==> src/rtl/risc_pkg.sv <==
// ---------------------------------------------------------------------------
// risc_pkg
// Purpose : Encodings shared between the control unit and the branch unit.
//           The control unit produces the branch code and the conditional
//           kind; the branch unit consumes them. Keeping both here means the
//           two blocks cannot drift apart.
// Contents: branch_e    - 3-bit branch code
//           cond_e      - 2-bit conditional kind used with BR_COND
//           bu_state_e  - branch unit sequencing states
//           PC_STEP     - size of one instruction in bytes
//           rel_target  - pc + 4 + (sign-extended word offset << 2)
// ---------------------------------------------------------------------------
package risc_pkg;

  // Branch codes. 000 and 111 both mean "no branch"; 111 gets its own
  // name so that a decoder can still be exhaustive.
  typedef enum logic [2:0] {
    BR_NONE     = 3'b000,
    BR_REG      = 3'b001,
    BR_COND     = 3'b010,
    BR_B        = 3'b011,
    BR_BL       = 3'b100,
    BR_BCY      = 3'b101,
    BR_BNCY     = 3'b110,
    BR_NONE_ALT = 3'b111
  } branch_e;

  // Conditional kinds, selected by cond_sel when the branch code is BR_COND.
  typedef enum logic [1:0] {
    COND_BLTZ  = 2'b00,
    COND_BZ    = 2'b01,
    COND_BNZ   = 2'b10,
    COND_NEVER = 2'b11
  } cond_e;

  // RUN accepts instructions. FLUSH covers the single cycle that squashes the
  // wrong-path instruction sitting in decode after a taken branch.
  typedef enum logic {
    ST_RUN   = 1'b0,
    ST_FLUSH = 1'b1
  } bu_state_e;

  localparam logic [31:0] PC_STEP = 32'd4;

  // The offset counts words, so it is shifted left by two and sign-extended
  // to 32 bits. The addition wraps naturally at 2^32.
  function automatic logic [31:0] rel_target(input logic [31:0] pc,
                                             input logic [25:0] imm);
    logic [31:0] offset;
    offset = {{4{imm[25]}}, imm, 2'b00};
    return pc + PC_STEP + offset;
  endfunction

endpackage

==> src/rtl/branch_cond.sv <==
// ---------------------------------------------------------------------------
// branch_cond
// Purpose : Purely combinational decision: would this branch be taken?
//           It does not know whether the instruction is actually accepted;
//           the caller qualifies o_take with its own accept condition.
// Ports   : i_branch   [2:0]  branch code (risc_pkg::branch_e)
//           i_cond_sel [1:0]  conditional kind (risc_pkg::cond_e)
//           i_rs_value [31:0] register operand tested by the conditionals
//           i_carry_q         registered ALU carry flag
//           o_take            1 when the branch condition holds
// ---------------------------------------------------------------------------
module branch_cond
  import risc_pkg::*;
(
  input  logic [2:0]  i_branch,
  input  logic [1:0]  i_cond_sel,
  input  logic [31:0] i_rs_value,
  input  logic        i_carry_q,
  output logic        o_take
);

  branch_e w_branch;
  cond_e   w_cond;

  // Both enums cover every bit pattern of their width, so the casts are
  // always to a named value.
  assign w_branch = branch_e'(i_branch);
  assign w_cond   = cond_e'(i_cond_sel);

  // Unconditional kinds always take. COND_NEVER and the two "none" codes
  // fall through to the not-taken default.
  always_comb begin
    o_take = 1'b0;
    case (w_branch)
      BR_REG, BR_B, BR_BL: o_take = 1'b1;
      BR_COND: begin
        case (w_cond)
          COND_BLTZ: o_take = i_rs_value[31];
          COND_BZ:   o_take = (i_rs_value == 32'd0);
          COND_BNZ:  o_take = (i_rs_value != 32'd0);
          default:   o_take = 1'b0;
        endcase
      end
      BR_BCY:  o_take = i_carry_q;
      BR_BNCY: o_take = ~i_carry_q;
      default: o_take = 1'b0;
    endcase
  end

endmodule

==> src/rtl/branch_unit.sv <==
// ---------------------------------------------------------------------------
// branch_unit
// Purpose : Owns the program counter. Sequential instructions advance it by
//           four; taken branches redirect it and then spend one FLUSH cycle
//           squashing the wrong-path instruction in decode. Also keeps the
//           ALU carry flag used by bcy/bncy and produces the bl link write.
// Params  : RESET_PC           PC value loaded by reset
// Ports   : clk                rising-edge clock
//           rst_n              asynchronous active-low reset
//           i_instr_valid      decoded instruction present this cycle
//           i_stall            freezes every piece of state while high
//           i_branch    [2:0]  branch code
//           i_cond_sel  [1:0]  conditional kind
//           i_rs_value  [31:0] test operand, or target for br
//           i_imm       [25:0] signed word offset for relative branches
//           i_flag_we          carry update strobe
//           i_carry_in         ALU carry-out
//           o_pc        [31:0] current PC
//           o_taken            high for one cycle after an accepted taken branch
//           o_flush            squash the instruction currently in decode
//           o_link_we          one-cycle link register write strobe
//           o_link_data [31:0] return address captured from the last bl
// ---------------------------------------------------------------------------
module branch_unit
  import risc_pkg::*;
#(
  parameter logic [31:0] RESET_PC = 32'h0000_0000
) (
  input  logic        clk,
  input  logic        rst_n,
  input  logic        i_instr_valid,
  input  logic        i_stall,
  input  logic [2:0]  i_branch,
  input  logic [1:0]  i_cond_sel,
  input  logic [31:0] i_rs_value,
  input  logic [25:0] i_imm,
  input  logic        i_flag_we,
  input  logic        i_carry_in,
  output logic [31:0] o_pc,
  output logic        o_taken,
  output logic        o_flush,
  output logic        o_link_we,
  output logic [31:0] o_link_data
);

  bu_state_e   r_state;
  bu_state_e   w_state_next;
  logic [31:0] r_pc;
  logic        r_carry_q;
  logic        r_taken;
  logic        r_link_we;
  logic [31:0] r_link_data;

  logic        w_accept;
  logic        w_cond_take;
  logic        w_take;
  logic        w_is_bl;
  logic [31:0] w_pc_plus4;
  logic [31:0] w_target;

  // Instructions arriving during FLUSH are on the wrong path, so they are
  // never accepted, whatever i_instr_valid says.
  assign w_accept   = i_instr_valid && !i_stall && (r_state == ST_RUN);
  assign w_take     = w_accept && w_cond_take;
  assign w_is_bl    = (branch_e'(i_branch) == BR_BL);
  assign w_pc_plus4 = r_pc + PC_STEP;
  assign w_target   = (branch_e'(i_branch) == BR_REG) ? i_rs_value
                                                      : rel_target(r_pc, i_imm);

  // The carry passed in is the registered one, so a flag write in the same
  // cycle as bcy/bncy only affects the following instruction.
  branch_cond u_branch_cond (
    .i_branch   (i_branch),
    .i_cond_sel (i_cond_sel),
    .i_rs_value (i_rs_value),
    .i_carry_q  (r_carry_q),
    .o_take     (w_cond_take)
  );

  // FLUSH lasts exactly one unstalled cycle; the stall gate lives in the
  // state register so a stalled FLUSH simply persists.
  always_comb begin
    w_state_next = r_state;
    case (r_state)
      ST_RUN:   if (w_take) w_state_next = ST_FLUSH;
      ST_FLUSH: w_state_next = ST_RUN;
      default:  w_state_next = ST_RUN;
    endcase
  end

  always_ff @(posedge clk or negedge rst_n) begin
    if (!rst_n) begin
      r_state <= ST_RUN;
    end else if (!i_stall) begin
      r_state <= w_state_next;
    end
  end

  // PC only moves on an accepted instruction; the FLUSH cycle and stalls
  // leave it where the branch put it.
  always_ff @(posedge clk or negedge rst_n) begin
    if (!rst_n) begin
      r_pc <= RESET_PC;
    end else if (w_accept) begin
      r_pc <= w_take ? w_target : w_pc_plus4;
    end
  end

  // Carry tracks the ALU regardless of FSM state, but not while stalled.
  always_ff @(posedge clk or negedge rst_n) begin
    if (!rst_n) begin
      r_carry_q <= 1'b0;
    end else if (i_flag_we && !i_stall) begin
      r_carry_q <= i_carry_in;
    end
  end

  // Single-cycle status strobes: each unstalled cycle reloads them, so they
  // drop on their own unless another qualifying accept follows. Link data is
  // kept until the next bl so the write port sees a stable value.
  always_ff @(posedge clk or negedge rst_n) begin
    if (!rst_n) begin
      r_taken     <= 1'b0;
      r_link_we   <= 1'b0;
      r_link_data <= 32'd0;
    end else if (!i_stall) begin
      r_taken   <= w_take;
      r_link_we <= w_accept && w_is_bl;
      if (w_accept && w_is_bl) begin
        r_link_data <= w_pc_plus4;
      end
    end
  end

  assign o_pc        = r_pc;
  assign o_taken     = r_taken;
  assign o_flush     = (r_state == ST_FLUSH);
  assign o_link_we   = r_link_we;
  assign o_link_data = r_link_data;

endmodule

==> config.mk <==
export PLATFORM = sky130hd
export DESIGN_NAME = branch_unit
export DESIGN_NICKNAME = d
export VERILOG_FILES = /design/src/rtl/risc_pkg.sv /design/src/rtl/branch_cond.sv /design/src/rtl/branch_unit.sv
export SDC_FILE = /design/constraint.sdc
export NUM_CORES = 1
export LEC_CHECK = 0
export CORE_MARGIN = 2
export CORE_UTILIZATION = 54
export DETAILED_ROUTE_END_ITERATION = 12
export PLACE_DENSITY_LB_ADDON = 0.3
export SYNTH_ARGS = -nofsm -noshare
export SYNTH_HDL_FRONTEND = slang
export SYNTH_SLANG_ARGS = --single-unit
==> constraint.sdc <==
create_clock -name clk -period 9 [get_ports clk]
set_input_delay 1.35 -clock clk [delete_from_list [all_inputs] [get_ports clk]]
set_output_delay 1.35 -clock clk [all_outputs]
set_load 0.01 [all_outputs]
### Drive-strength map

Drawn at 4 px/um.
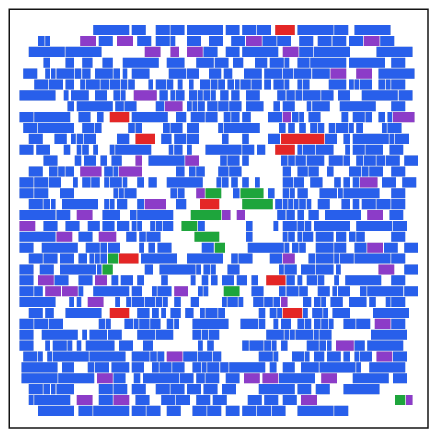
Blue marks _0 and _1 cells, cells 663. Red marks _6 and larger, cells 10. Purple marks _2 cells, cells 50. Green marks _3 and _4 cells, cells 11.

### I/O pins on the die edge

Drawn at 4 px/um. Pins as bars across the die edge, other pins in grey.
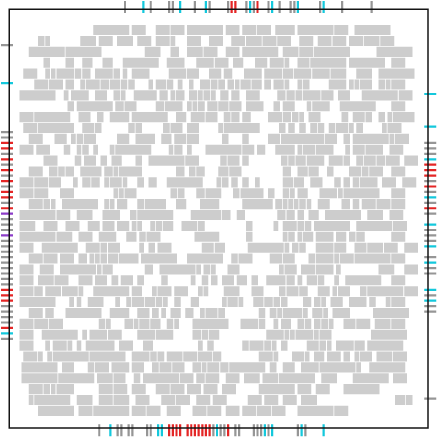
Cyan marks `i_imm`, pins 26, direction input, edge 9 right, 8 bottom, 7 top, 2 left. Purple marks `i_cond_sel`, pins 2, direction input, edge left. Red marks `i_rs_value`, pins 32, direction input, edge 12 left, 12 bottom, 5 right, 3 top.
All pins by edge: 41 left, 38 bottom, 31 right, 26 top.

==> out/metrics.cfg <==
[placed_design]
dp_cells = 853
place.gp.congestion = 1.08
hpwl_um = 12700

[clock_network]
clock_path_buffers = 2
cts_resized = 0

[final_layout]
lay_top_count = clkdlybuf4s50_1
largest_class = combinational gates
syn_to_final_growth_pct = 28.8
n_antenna_cell = 0
comb-cell-share = 0.502
inverters = 18
seq_cells = 68

[sta]
rsz0062_at_grt = false
worst_pin_slew_ns = 0.914
hold_ws_ns = 0.483
finClkSkew_ns = 0.00754
layout_setup_ws_ns = 4.32
period_used_share = 0.520

[global_route]
grt_pass1_vias = 5456
antenna_found_initial = 0
gr-usage-met3 = 0.0595

[detailed_routing]
vias = 5422
drt-met1-wl_um = 7410
drc = 0

[setup_path]
endpoint_kind = flip-flop
cp-start-kind = flip-flop
cp.required_ns = 9.22
worst-setup-path-type = reg -> reg
crit_path_max_incr_delay_ns = 0.65
crit_chain = ha_1, nand2_1, or4_4, nor2_1, nand3_1, xor2_1, inv_1, ha_1, o21a_1, o21bai_1, nor2_1, o21ai_0, a311oi_1, a41oi_1, mux2i_1, o221ai_1
cpMaxStageDelayCell = a311oi_1

[floorplan]
chipHeight_um = 104
die_area_sq_mm = 0.0109
tap_cells = 133

[logic_synthesis]
synthMuxAreaShare = 0.0712
synth-async-reset-ratio = 1.00
yosys_cells = 608
top_area_cell = dfrtp_1
synth_area_sq_mm = 0.00543
common_cells = 68 x dfrtp_1, 57 x nand2_1, 48 x a21oi_1, 42 x o21ai_0, 40 x nor2_1
synth.top_cells.by_area = dfrtp_1 31%, ha_1 8.3%, mux2_2 6.0%, xnor2_1 5.0%, a21oi_1 4.4%
synth_warnings = 0

[min_path]
hold_start = o_link_data[17]
hold_path.class = reg -> reg

[outcome]
outcome = finished, final reports clean

[pwr]
switching_share = 0.445
peakVddDrop_v = 0.000193
combPwrFrac = 0.626
leakage_nw = 2.94
seq-power_w = 0.000600

### Routed metal, one colour a layer

Drawn at 4 px/um. Two of the layers only.
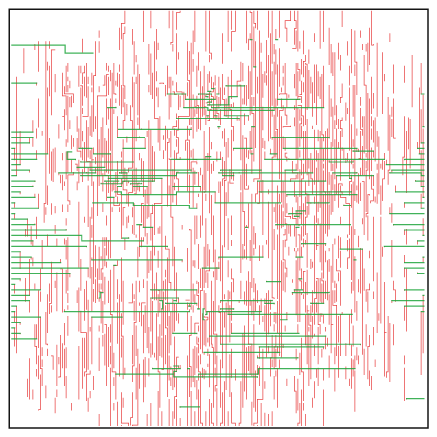
Red marks metal 2, wire length 7830 um. Green marks metal 3, wire length 1430 um.

## worst max-delay path: cells and delay by family, from the launching register on
| family | cells | cell delay [ns] |
|---|---|---|
| flip-flops | 1 | 0.54 |
| buffers and inverters | 1 | 0.08 |
| AND-OR/OR-AND | 6 | 1.48 |
| adder cells (fa/ha/maj) | 2 | 0.80 |
| AND/OR/NAND/NOR | 5 | 1.19 |
| multiplexers | 1 | 0.22 |
| XOR/XNOR | 1 | 0.24 |
## path summary, 6_finish.rpt
kind                       cells after the start               to  slack (ns)
max in group asynchronous                      2         o_pc[13]        7.20
hold / removal                                 2  o_link_data[17]        0.48
setup / recovery                              16         o_pc[29]        4.32
min in group asynchronous                      2  o_link_data[11]        1.21
setup reg to reg                              16         o_pc[29]        4.32
hold reg to reg                                2  o_link_data[17]        0.48
